**Power grid**

Bar = 50 µm. Pins as bars on the die edge.
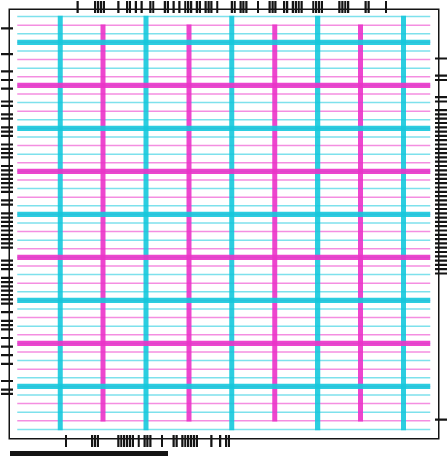
**Placed cells, one colour a class**

Bar = 50 µm.
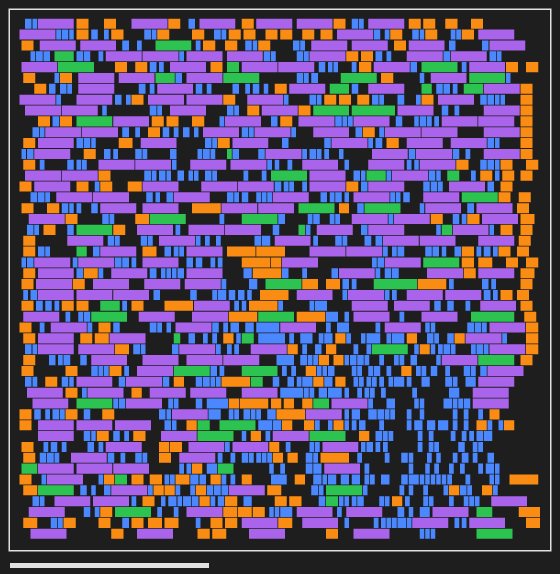
**Clock network drawn from the DEF**

Bar = 50 µm.
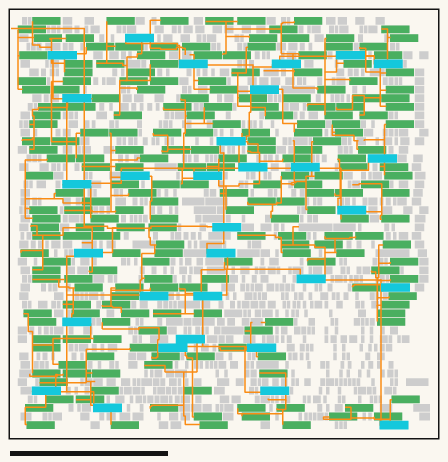
**Routed metal, one colour a layer**

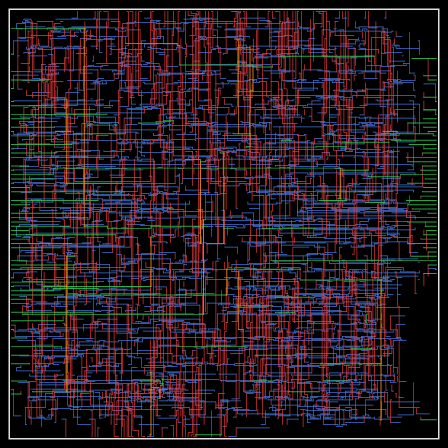
**Routing congestion map**

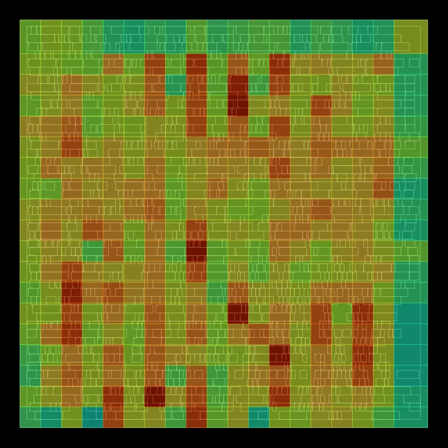
## src/rtl/logip_sump_pkg.sv

```systemverilog
// Shared SUMP command definitions for the LogIP command controller.
package logip_sump_pkg;

  // Short (single-byte) commands: bit 7 clear
  localparam logic [7:0] OP_RESET     = 8'h00;
  localparam logic [7:0] OP_RUN       = 8'h01;
  localparam logic [7:0] OP_ID        = 8'h02;
  localparam logic [7:0] OP_META      = 8'h04;
  localparam logic [7:0] OP_XON       = 8'h11;
  localparam logic [7:0] OP_XOFF      = 8'h13;

  // Long commands: bit 7 set, followed by four argument bytes
  localparam logic [7:0] OP_DIV       = 8'h80;
  localparam logic [7:0] OP_CNT       = 8'h81;
  localparam logic [7:0] OP_FLAGS     = 8'h82;
  localparam logic [7:0] OP_TRG_MASK0 = 8'hC0;
  localparam logic [7:0] OP_TRG_VAL0  = 8'hC1;
  localparam logic [7:0] OP_TRG_CFG0  = 8'hC2;

  // Number of argument bytes that follow a long opcode
  localparam int unsigned ARG_BYTES = 4;

  typedef enum logic {
    IDLE = 1'b0,
    ARG  = 1'b1
  } sump_state_t;

endpackage

```

## src/rtl/sump_cmd_ctrl.sv

```systemverilog
// SUMP command decoder: turns received UART bytes into control pulses
// and capture-configuration registers, with an inter-byte timeout that
// abandons long commands whose argument bytes stop arriving.
module sump_cmd_ctrl
  import logip_sump_pkg::*;
#(
  parameter int unsigned TIMEOUT_CYCLES = 10_000_000,
  parameter int unsigned DIV_BITS       = 24,
  parameter int unsigned CNT_BITS       = 16
) (
  input  logic                clk_i,
  input  logic                rst_in,
  input  logic [7:0]          rx_data_i,
  input  logic                rx_rdy_i,
  input  logic                busy_i,
  output logic                soft_rst_o,
  output logic                arm_o,
  output logic                id_req_o,
  output logic                meta_req_o,
  output logic                xoff_o,
  output logic                cmd_err_o,
  output logic [31:0]         trg_mask_o,
  output logic [31:0]         trg_val_o,
  output logic [31:0]         trg_cfg_o,
  output logic [DIV_BITS-1:0] div_o,
  output logic [CNT_BITS-1:0] read_cnt_o,
  output logic [CNT_BITS-1:0] delay_cnt_o,
  output logic [7:0]          flags_o
);

  // The timeout counter only ever needs to hold TIMEOUT_CYCLES-1.
  localparam int unsigned     TMO_W    = (TIMEOUT_CYCLES > 2) ? $clog2(TIMEOUT_CYCLES) : 1;
  localparam logic [TMO_W-1:0] TMO_LAST = TMO_W'(TIMEOUT_CYCLES - 1);
  localparam logic [1:0]       CNT_LAST = 2'(ARG_BYTES - 1);

  sump_state_t         state_reg;
  logic [7:0]          opcode_reg;
  logic [1:0]          byte_cnt_reg;
  logic [31:0]         arg_reg;
  logic [TMO_W-1:0]    tmo_cnt_reg;

  logic                soft_rst_reg;
  logic                arm_reg;
  logic                id_req_reg;
  logic                meta_req_reg;
  logic                xoff_reg;
  logic                cmd_err_reg;
  logic [31:0]         trg_mask_reg;
  logic [31:0]         trg_val_reg;
  logic [31:0]         trg_cfg_reg;
  logic [DIV_BITS-1:0] div_reg;
  logic [CNT_BITS-1:0] read_cnt_reg;
  logic [CNT_BITS-1:0] delay_cnt_reg;
  logic [7:0]          flags_reg;

  // Argument as it will look once the current byte is shifted in; used so
  // the final byte's register write lands in the cycle right after its strobe.
  logic [31:0] arg_next;
  assign arg_next = {rx_data_i, arg_reg[31:8]};

  // Command FSM: decode, argument collection, timeout and register updates.
  always_ff @(posedge clk_i or negedge rst_in) begin
    if (!rst_in) begin
      state_reg     <= IDLE;
      opcode_reg    <= 8'h00;
      byte_cnt_reg  <= 2'd0;
      arg_reg       <= 32'h0;
      tmo_cnt_reg   <= '0;
      soft_rst_reg  <= 1'b0;
      arm_reg       <= 1'b0;
      id_req_reg    <= 1'b0;
      meta_req_reg  <= 1'b0;
      xoff_reg      <= 1'b0;
      cmd_err_reg   <= 1'b0;
      trg_mask_reg  <= 32'h0;
      trg_val_reg   <= 32'h0;
      trg_cfg_reg   <= 32'h0;
      div_reg       <= '0;
      read_cnt_reg  <= '0;
      delay_cnt_reg <= '0;
      flags_reg     <= 8'h00;
    end else begin
      // Pulses default low so each is exactly one cycle wide
      soft_rst_reg <= 1'b0;
      arm_reg      <= 1'b0;
      id_req_reg   <= 1'b0;
      meta_req_reg <= 1'b0;
      cmd_err_reg  <= 1'b0;

      case (state_reg)
        IDLE: begin
          if (rx_rdy_i) begin
            if (rx_data_i[7]) begin
              opcode_reg   <= rx_data_i;
              byte_cnt_reg <= 2'd0;
              tmo_cnt_reg  <= '0;
              state_reg    <= ARG;
            end else begin
              case (rx_data_i)
                OP_RESET: begin
                  soft_rst_reg <= 1'b1;
                  xoff_reg     <= 1'b0;
                end
                OP_RUN: begin
                  // Arming an already-busy core is flagged rather than forwarded
                  if (busy_i) cmd_err_reg <= 1'b1;
                  else        arm_reg     <= 1'b1;
                end
                OP_ID:   id_req_reg   <= 1'b1;
                OP_META: meta_req_reg <= 1'b1;
                OP_XON:  xoff_reg     <= 1'b0;
                OP_XOFF: xoff_reg     <= 1'b1;
                default: ;
              endcase
            end
          end
        end

        ARG: begin
          if (rx_rdy_i) begin
            // A byte in the terminal-count cycle still counts as on time
            arg_reg      <= arg_next;
            byte_cnt_reg <= byte_cnt_reg + 2'd1;
            tmo_cnt_reg  <= '0;
            if (byte_cnt_reg == CNT_LAST) begin
              state_reg <= IDLE;
              case (opcode_reg)
                OP_TRG_MASK0: trg_mask_reg <= arg_next;
                OP_TRG_VAL0:  trg_val_reg  <= arg_next;
                OP_TRG_CFG0:  trg_cfg_reg  <= arg_next;
                OP_DIV:       div_reg      <= DIV_BITS'(arg_next);
                OP_CNT: begin
                  read_cnt_reg  <= CNT_BITS'(arg_next[15:0]);
                  delay_cnt_reg <= CNT_BITS'(arg_next[31:16]);
                end
                OP_FLAGS:     flags_reg    <= arg_next[7:0];
                default: ;
              endcase
            end
          end else if (tmo_cnt_reg == TMO_LAST) begin
            state_reg   <= IDLE;
            tmo_cnt_reg <= '0;
            cmd_err_reg <= 1'b1;
          end else begin
            tmo_cnt_reg <= tmo_cnt_reg + TMO_W'(1);
          end
        end

        default: state_reg <= IDLE;
      endcase
    end
  end

  assign soft_rst_o  = soft_rst_reg;
  assign arm_o       = arm_reg;
  assign id_req_o    = id_req_reg;
  assign meta_req_o  = meta_req_reg;
  assign xoff_o      = xoff_reg;
  assign cmd_err_o   = cmd_err_reg;
  assign trg_mask_o  = trg_mask_reg;
  assign trg_val_o   = trg_val_reg;
  assign trg_cfg_o   = trg_cfg_reg;
  assign div_o       = div_reg;
  assign read_cnt_o  = read_cnt_reg;
  assign delay_cnt_o = delay_cnt_reg;
  assign flags_o     = flags_reg;

endmodule

```

## config.mk

```make
export PLATFORM = sky130hd
export DESIGN_NAME = sump_cmd_ctrl
export DESIGN_NICKNAME = d
export VERILOG_FILES = /design/src/rtl/logip_sump_pkg.sv /design/src/rtl/sump_cmd_ctrl.sv
export SDC_FILE = /design/constraint.sdc
export NUM_CORES = 1
export LEC_CHECK = 0
export ABC_AREA = 1
export ABC_CLOCK_PERIOD_IN_PS = 1800
export CAP_MARGIN = 30
export CORE_MARGIN = 2
export CORE_UTILIZATION = 52
export CTS_CLUSTER_DIAMETER = 40
export DETAILED_ROUTE_END_ITERATION = 7
export PLACE_DENSITY_LB_ADDON = 0.05
export SYNTH_ARGS = -nofsm -noshare
export SYNTH_HDL_FRONTEND = slang
export SYNTH_SLANG_ARGS = --single-unit
```

## constraint.sdc

```tcl
create_clock -name clk_i -period 1.8 [get_ports clk_i]
set_clock_uncertainty 0.05 [all_clocks]
set_input_delay 0.45 -clock clk_i [delete_from_list [all_inputs] [get_ports clk_i]]
set_output_delay 0.45 -clock clk_i [all_outputs]
set_load 0.02 [all_outputs]
```

==> flow_metrics.tcl <==
# flow metrics
set metrics [dict create \
    drtPass1Iterations 5 \
    yosysCellCount 968 \
    cts_tree "built" \
    p_per_area_mw_per_mm2 1181 \
    die-area_mm2 0.01832 \
    ys_seq_share_pct 62.75 \
    switchingPower_mw 4.305 \
    crit_end "flags_o[5]" \
    crit_buf_inv 1 \
    place.gp.congestion 0.8823 \
    clock.latency.late_pin_ns 0.53 \
    syn_to_final_growth_pct 38.61 \
    ys_warn_count 0 \
    core_area_mm2 0.01706 \
    fp-utilization_pct 52.60 \
    fmax_ghz 0.5641 \
    port_buffers 177 \
    grt_pass1_vias 7434 \
    synth_flops 225 \
    cp.depth 1 \
    htreeDepth 1 \
    fin_ws_ns 0.02734 \
    stdcell_area_mm2 0.01244 \
    logic_area_mm2 0.002879 \
    tapCellCount 225 \
    nNonClkBuffers 241 \
    synthesis.nets 982 \
    met1_usage_pct 36.35 \
    p_leak_nw 6.527 \
    synthArstFlopShare_pct 100.0 \
    grt_remaining_overflow 0 \
    drc 0 \
    synth_area_mm2 0.008972 \
    postSynthCellCount 968 \
    wire_per_inst_um 16.15 \
    layout.nets 1217 \
    yosysUniqueCellTypes 36 \
    r2r_cells 9 \
    edf_count 0 \
    cp-end-kind "primary output" \
    cp_slowest_cell "dfrtp_1" \
    buf_share_pct 18.25 \
    setup_tns_ns 0 \
    antenna_found_initial 0 \
    maxPowerGroup "clock" \
    antennaDiodeCount 0 \
    cp_max_fo 2 \
    cts.sinks 225 \
    max_stage_delay_ns 0.41 \
    multi_input_comb_cells 628 \
    worstPathRequired_ns 1.30 \
    drive_above_1_share_pct 11.25 \
    worstSetupPathType "reg2out" \
    syn-mean-instance-area_um2 9.269 \
    dp_cells 1394 \
    grt_pass1_wl_um 38470 \
    worst_ir_drop_vdd_mv 0.8261 \
    clk-power_mw 6.22 \
    sequentialPower_mw 5.99 \
    grt_max_degree 50 \
    maxSlewHeadroom_pct 70.74 \
    busiest_layer "met2" \
    cts_buffers 31 \
    seq_power_share_pct 40.8 \
    finalCriticalPeriod_ns 1.773 \
    reg2reg_slack_ns 0.11 \
    setup_viol 0 \
    io_pins 178 \
    hold_violations 0 \
    p_int_mw 10.38 \
    crit_arrival_ns 1.27 \
    cp-start-kind "register" \
    startpoint "flags_o[5]" \
    ff_type "dfrtp_1" \
    comb-power_mw 2.47 \
    fillers 1366 \
    dieWidth_um 135.4 \
    dp_slack_ns -0.3941 \
    path_clk_slew_ns 0.05 \
    wl_met2_um 10900 \
    wl_met3_um 1734 \
    clock_area_share_pct 8.773 \
    n_clock_buffer 38 \
    clkPwrFrac_pct 42.3 \
    status "finished, final reports clean" \
    seq_area_share_pct 45.27 \
    die_y_um 135.4 \
    met1Wirelength_um 10410 \
    flop_area_mm2 0.005630 \
    post_cts_buffers 0 \
    sh_comb_area_pct 23.15 \
    synth.top_cell.area_share_pct 62.75 \
    lay_top_cells "283 x nand2_1, 225 x dfrtp_1, 169 x o21ai_0" \
    wl_um 23440 \
    worst_pin_slew_ns 0.4349 \
    crit_chain "dlygate4sd2_1" \
    topCellsByArea "dfrtp_1 63%, nand2_1 12%, o21ai_0 9.5%" \
    warnings 26 \
    viasPerCell 5.156 \
    drv_cap 0 \
    synth_area_leader_cell "dfrtp_1" \
    n_all_inverters 76 \
    min_period_over_period_pct 98.48 \
    clk_path_buf_depth 3 \
    slew_viol_final 0 \
    drt_iter0_drc 436 \
    dominant_cells "flip-flops and latches" \
    drtAntennaViolNets 0 \
    cp_top_family "flip-flops" \
    dpl_cell_area_mm2 0.01150 \
    r2r-end "tmo_cnt_reg[8]" \
    num_rows 48 \
    hp-class "in2async" \
    layout.cells.non_filler 1452 \
    pwr-share-comb_pct 16.8 \
    layout_top_cell "nand2_1" \
    hpwlAfterDp_um 15930 \
    holdWs_ns 0.3485 \
    route.vias.total 7486 \
    r2r-start "tmo_cnt_reg[0]" \
    cts_root_buf "clkbuf_16" \
    p_sw_share_pct 29.32 \
    top_layer "met4" \
    seq_cells 225 \
    ys_area_mm2 0.008972 \
    total_power_mw 14.68 \
]
-- 'power grid' (at the start) --
legend:
  magenta:
    net: VDD
  cyan:
    net: VSS
signal pins: 178
met1 rails: 49
met4 straps: 9
rows: 48
met5 straps: 9

-- 'placed cells, one colour a class' (at the start) --
legend:
  purple:
    class: flops
    cells: 225
    share_of_their_area: 46%
  blue:
    class: combinational and other logic
    cells: 704
    share_of_their_area: 26%
  orange:
    class: other buffers and delay cells
    cells: 241
    share_of_their_area: 19%
  green:
    class: clock drivers and dummy loads
    cells: 57
    share_of_their_area: 9.0%

-- 'clock network drawn from the DEF' (at the start) --
legend:
  orange:
    item: clock wires
    length: 2610 µm
  green:
    item: flip-flops
    count: 225
  cyan:
    item: clock drivers
    count: 31
flops lie: all over the die
routed clock nets: 32

-- 'routed metal, one colour a layer' (at the start) --
legend:
  red:
    layer: metal 2
    wire_length: 10900 µm
  orange:
    layer: metal 4
    wire_length: 403 µm
  green:
    layer: metal 3
    wire_length: 1730 µm
  blue:
    layer: metal 1
    wire_length: 10400 µm

-- 'routing congestion map' (at the start) --
met2 usage in global routing: 42.78%
Core Util, Final: 72.92%
GR Util met3: 6.248%
GRT Resource Usage Total: 26.40%

[cells in the mapped netlist, drive strengths merged, types with 3 or more instances]
cell type and instances:
nor3 6, nand3 30, nor3b 3, nand4 15, buf 18, o21ai 202
dfrtp 225, nor2 58, xor2 4, inv 75, nand2 290, nor4 4
nand3b 3, clkbuf 21
[cells by family (layout without fill, tap and decap cells)]
family	after synthesis	count (layout)	synth area share, %
xor+xnor	5	5	0.4881
fa+ha+maj	2	2	0.2789
buf+inv	115	374	5.480
flops	225	225	62.75
simple gates	413	413	19.19
compound gates	208	208	11.81
[what timing repair did]
action / in CTS / in global routing
pin swaps: 0 / 4
setup endpoints to repair: 166 / 65
resized: 167 / 17
gates cloned: 0 / 0
hold buffers: 1 / 0
endpoints found under the hold margin: 38 / 0
Power is estimated from default activity; no workload was simulated.
